**src/rtl/pipe_pkg.sv**
```systemverilog
// pipe_pkg: shared pipeline stage types, state encoding and EX/MEM payload layout.
package pipe_pkg;

    typedef enum logic [1:0] {
        PS_EMPTY = 2'd0,
        PS_ONE   = 2'd1,
        PS_FULL  = 2'd2
    } pipe_state_e;

    typedef struct packed {
        logic [31:0] pc_four;
        logic [31:0] st_data;
        logic        br_sel;
        logic [31:0] alu_data;
        logic [3:0]  ld_op;
        logic        jump;
        logic        mem_wren;
        logic        is_load;
        logic [4:0]  rd_addr;
        logic        rd_wren;
    } ex_mem_bus_t;

    localparam int EX_MEM_W = 110;

    // Control bits that must read as 0 whenever the EX/MEM slot holds a bubble
    localparam ex_mem_bus_t EX_MEM_KILL_MASK = '{
        pc_four:  32'd0,
        st_data:  32'd0,
        br_sel:   1'b1,
        alu_data: 32'd0,
        ld_op:    4'd0,
        jump:     1'b1,
        mem_wren: 1'b1,
        is_load:  1'b1,
        rd_addr:  5'd0,
        rd_wren:  1'b1
    };

endpackage

```
**src/rtl/pipe_stage_skid.sv**
```systemverilog
// pipe_stage_skid: valid/ready pipeline register with one-entry skid buffer,
// flush with control-bit bubble masking and a saturating stall counter.
module pipe_stage_skid
    import pipe_pkg::*;
#(
    parameter int              DATA_W    = 110,
    parameter logic [DATA_W-1:0] KILL_MASK = '0,
    parameter logic [DATA_W-1:0] RESET_VAL = '0,
    parameter int              CNT_W     = 16
) (
    input  logic              clk_i,
    input  logic              rst_i,
    input  logic              flush_i,
    input  logic              valid_i,
    output logic              ready_o,
    input  logic [DATA_W-1:0] data_i,
    output logic              valid_o,
    input  logic              ready_i,
    output logic [DATA_W-1:0] data_o,
    output logic [CNT_W-1:0]  stall_cnt_o
);

    pipe_state_e       state;
    logic [DATA_W-1:0] m;
    logic [DATA_W-1:0] s;
    logic              in_fire;
    logic              out_fire;

    // ready_o depends only on the state flop, so upstream sees no comb path
    assign valid_o  = state != PS_EMPTY;
    assign ready_o  = state != PS_FULL;
    assign in_fire  = valid_i & ready_o;
    assign out_fire = valid_o & ready_i;
    assign data_o   = m;

    always_ff @(posedge clk_i or negedge rst_i) begin
        if (!rst_i) begin
            state       <= PS_EMPTY;
            m           <= RESET_VAL;
            s           <= '0;
            stall_cnt_o <= '0;
        end else begin
            if (valid_o && !ready_i && stall_cnt_o != '1)
                stall_cnt_o <= stall_cnt_o + CNT_W'(1);
            if (flush_i) begin
                state <= PS_EMPTY;
                m     <= m & ~KILL_MASK;
            end else begin
                case (state)
                    PS_EMPTY: if (in_fire) begin
                        m     <= data_i;
                        state <= PS_ONE;
                    end
                    PS_ONE: begin
                        if (in_fire && out_fire) m <= data_i;
                        else if (in_fire) begin
                            s     <= data_i;
                            state <= PS_FULL;
                        end else if (out_fire) begin
                            m     <= m & ~KILL_MASK;
                            state <= PS_EMPTY;
                        end
                    end
                    PS_FULL: if (ready_i) begin
                        m     <= s;
                        state <= PS_ONE;
                    end
                    default: state <= PS_EMPTY;
                endcase
            end
        end
    end

endmodule

```
**config.mk**
```make
export PLATFORM = sky130hd
export DESIGN_NAME = pipe_stage_skid
export DESIGN_NICKNAME = d
export VERILOG_FILES = /design/src/rtl/pipe_pkg.sv /design/src/rtl/pipe_stage_skid.sv
export SDC_FILE = /design/constraint.sdc
export NUM_CORES = 1
export LEC_CHECK = 0
export ABC_AREA = 1
export CORE_ASPECT_RATIO = 0.8
export CORE_MARGIN = 4
export CORE_UTILIZATION = 51
export DETAILED_ROUTE_END_ITERATION = 12
export PLACE_DENSITY = 0.81
export SLEW_MARGIN = 30
export SYNTH_ARGS = -nofsm -noshare
export SYNTH_HDL_FRONTEND = slang
export SYNTH_SLANG_ARGS = --single-unit
```
**constraint.sdc**
```tcl
create_clock -name clk_i -period 1.9 [get_ports clk_i]
set_clock_uncertainty 0.15 [all_clocks]
set_input_delay 0.57 -clock clk_i [delete_from_list [all_inputs] [get_ports clk_i]]
set_output_delay 0.57 -clock clk_i [all_outputs]
set_load 0.01 [all_outputs]
```
==> notes.md <==
run results: failing checks=setup timing, Net Count, Synth=1,381, max-slew violation count=0, crit path cell chain=buf_6 > inv_4 > nand2_4 > buf_6, Adder Share, Synth=0.00118, syn avg cell area=8.39 um2, tool warnings=30, dominant logic cell type in the layout=nand2_1, H-tree levels=1, Required @ worst endpoint=1180 ps, Worst slew margin=0.747, final hold vios=0, RSZ-0062 raised after global routing=yes, Residual DRC=0, first-pass GRT wire length=42,300 um, Worst VDD drop=0.745 mV, Inserted Diodes=0, Max Buffers Root-to-Sink=3, port bufs=242, WP data arrival=1250 ps, post-layout period usage of the worst path=1.04, Multiplexer share=0, Pre-Place Util=0.527, CTS Sinks=238, GRT Util Overall=0.221, area grow syn2layout=38.4%, pre-CTS WS=-381 ps, Mapped Cells=1,265, die height=137 um, horizontal die size=169 um, nets@finish=1,651, max cap viols=0, register area=0.00596 mm2, Detailed Route WL=between 20,000 and 30,000 um, largest net degree at the start of global routing=roughly 110, Simple-Gate Area Share=0.170, Mapped Area=0.0106 mm2, Hold WC Path Type=flop to flop, ANT nets after route=0, slowest cell on the critical path=dfrtp_1, Crit. End Element=output pin, most frequent cells in the layout=nand2_1 (362), dfrtp_1 (238), o21ai_0 (229), count of final setup violators=34, fmax=roughly 510 MHz, fin crit period=1970 ps, total die area=0.0232 mm2, Largest logic family=AND-OR/OR-AND gates, status=finished with violations, Top Ports=243, P_leak=7.23 nW, Via density=5.18, initial antenna violation count=0, yosys warns=0, YS chip area=roughly 0.011 mm2, Starting DRT DRC Count=943, layout cells sized above 1=0.134, Worst Setup Slack, final=-74.1 ps, PD cells=1000 mW/mm2, most used cell, CP=buf_6, Pre-antenna DRT Iters=5, routed wire length per instance=approximately 16 um, CP peak stage delay=390 ps, clock slew at reported path FFs=60 ps, crit path kind=flop to output pin, yosys xor share=0.00413, core area=0.0201 mm2, CTS tree=built, cell total in the yosys stat output=approximately 1,300, Worst-Margin Slew=380 ps, vias in the first global route=8,642, Clock Tree Root=clkbuf_16, combinational gate area=0.00397 mm2, Fillers=1,461, # rows=46, worst hold slack=329 ps, vias=9,384, ao+oa area frac=0.182, Critical Path Fanout Max=3, Worst setup SP type=flop, Yosys reg bits=around 240, synth unique cells=24, register area share after synthesis=0.561, post-detailed-placement half-perimeter wirelength=18,200 um, CTS buffer count=24, RePlAce Congestion=0.841, aggregate global routing overflow=0
final timing paths:
path                             endpoint  slack (ps)  cells after the start  startpoint
min in group asynchronous  stall_cnt_o[3]         350                      2       rst_i
setup / recovery                  valid_o         -70                      4    state[1]
hold / removal                      s[13]         330                      2       s[13]
setup reg to reg               data_o[41]         -60                     11    state[0]
max in group asynchronous      data_o[90]         630                      3       rst_i
hold reg to reg                     s[13]         330                      2       s[13]
registers in the layout, summed over array words and instances (netlist names):
register	count
s	110
stall_cnt_o	16
data_o	110
state	2
kinds of logic (layout without fill, tap and decap cells):
group | Yosys count | after routing
buffers and inverters | 203 | 487
and+or+nand+nor | 471 | 471
adders and majority gates | 1 | 1
AOI/OAI and AO/OA | 347 | 347
DFF | 238 | 238
xor gates and xnor gates | 5 | 5
cells in the mapped netlist (all sizes together):
cell | n | area share
nand2 | 403 | 0.14
dfrtp | 238 | 0.56
o21ai | 232 | 0.11
inv | 127 | 0.045
o21a | 78 | 0.055
nor2 | 55 | 0.020
buf | 47 | 0.026
a21oi | 36 | 0.017
clkbuf | 29 | 0.010
nand3 | 7 | 0.0033
nand4 | 4 | 0.0024
xnor2 | 3 | 0.0025
xor2 | 2 | 0.0017
ha | 1 | 0.0012
nor3 | 1 | 0.00047
o31ai | 1 | 0.00071
or2 | 1 | 0.00059
final cells by class:
class | instances | share of cell area
Inverter | 127 | 0.0326
Clock inverter | 7 | 0.00273
Multi-Input combinational cell | 824 | 0.271
Clock buffer | 33 | 0.0467
Timing Repair Buffer | 320 | 0.219
Sequential cell | 238 | 0.406
Tap cell | 264 | 0.0225
power breakdown:
part / internal [mW] / total (mW) / switching (mW)
Sequential: 6.19 / 6.81 / 0.616
Combinational: 1.73 / 3.48 / 1.75
Clock: 2.51 / 4.43 / 1.92
worst max-delay path, delay by kind of cell, from the launching register on:
family        cells  cell delay [ps]
flops             1              390
buf+inv           3              310
simple gates      1               50
metal layers:
metal,track usage,part of all wire,vias to the layer above
met4,0.0536,0.021,0
met5,0,0,-
met1,0.318,0.44,4399
li1,-,-,4553
met2,0.354,0.46,385
met3,0.0404,0.077,47
metrics by stage:
| step | TNS [ps] | utilization | total power, mW | instance area (um2) | instances |
|---|---|---|---|---|---|
| floorplan | 0 | - | 8.37 | 10600 | 1265 |
| global placement | -70830 | 0.671 | 10.3 | 13500 | 1740 |
| CTS | -129 | 0.713 | 14.7 | 14400 | 1794 |
| finish | -1160 | 0.729 | 14.7 | 14700 | 1813 |
| detailed placement | -72310 | 0.671 | 10.5 | 13500 | 1740 |
| global route | -4240 | 0.729 | 15.5 | 14700 | 1813 |
repair_timing:
item | CTS | global route
pin swaps | 1 | 3
hold buffers | 1 | 0
endpoints found under the setup margin | 128 | 148
endpoints found under the hold margin | 23 | 0
buffers inserted | 13 | 11
gates cloned | 0 | 8
gates resized | 272 | 114
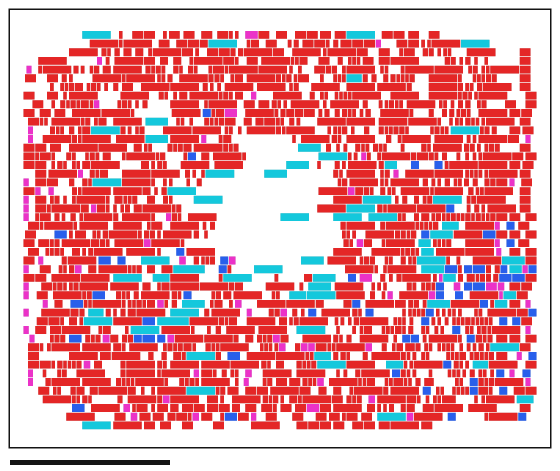
(images/sizes.png)
The bar under the picture is 50 um long.
blue -> _3 and _4 cells  # cells 63
red -> _0 and _1 cells  # cells 1,342
cyan -> _6 and larger  # cells 64
magenta -> _2 cells  # cells 80

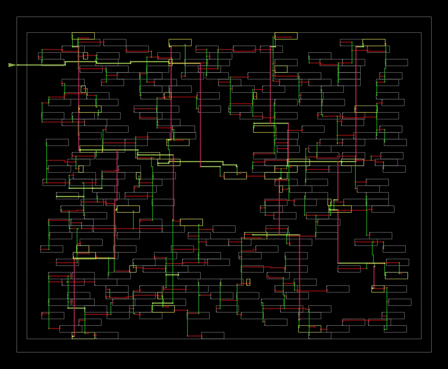
(images/clocks.png)
count of flip-flops and latches: 238
Clk. pwr: 4.43 mW
clk_lat worst skew: 510 ps
clock buffers: 33

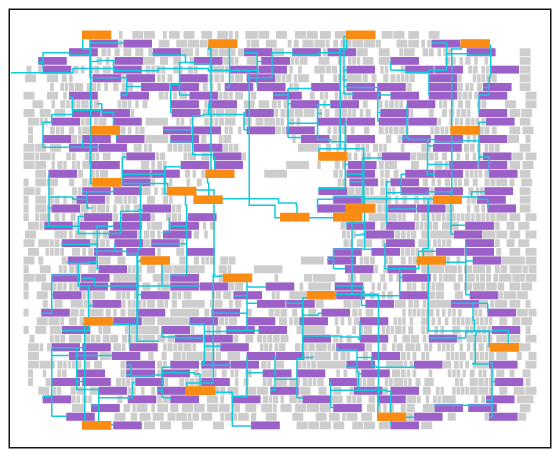
(images/clk_routes.png)
purple -> flip-flops  # count 238
orange -> clock drivers  # count 24
cyan -> clock wires  # length 2,840 um
flops lie = spread over the die
Clk pwr share: 0.301

No activity file was given, so power comes from the tool's default toggle rates.
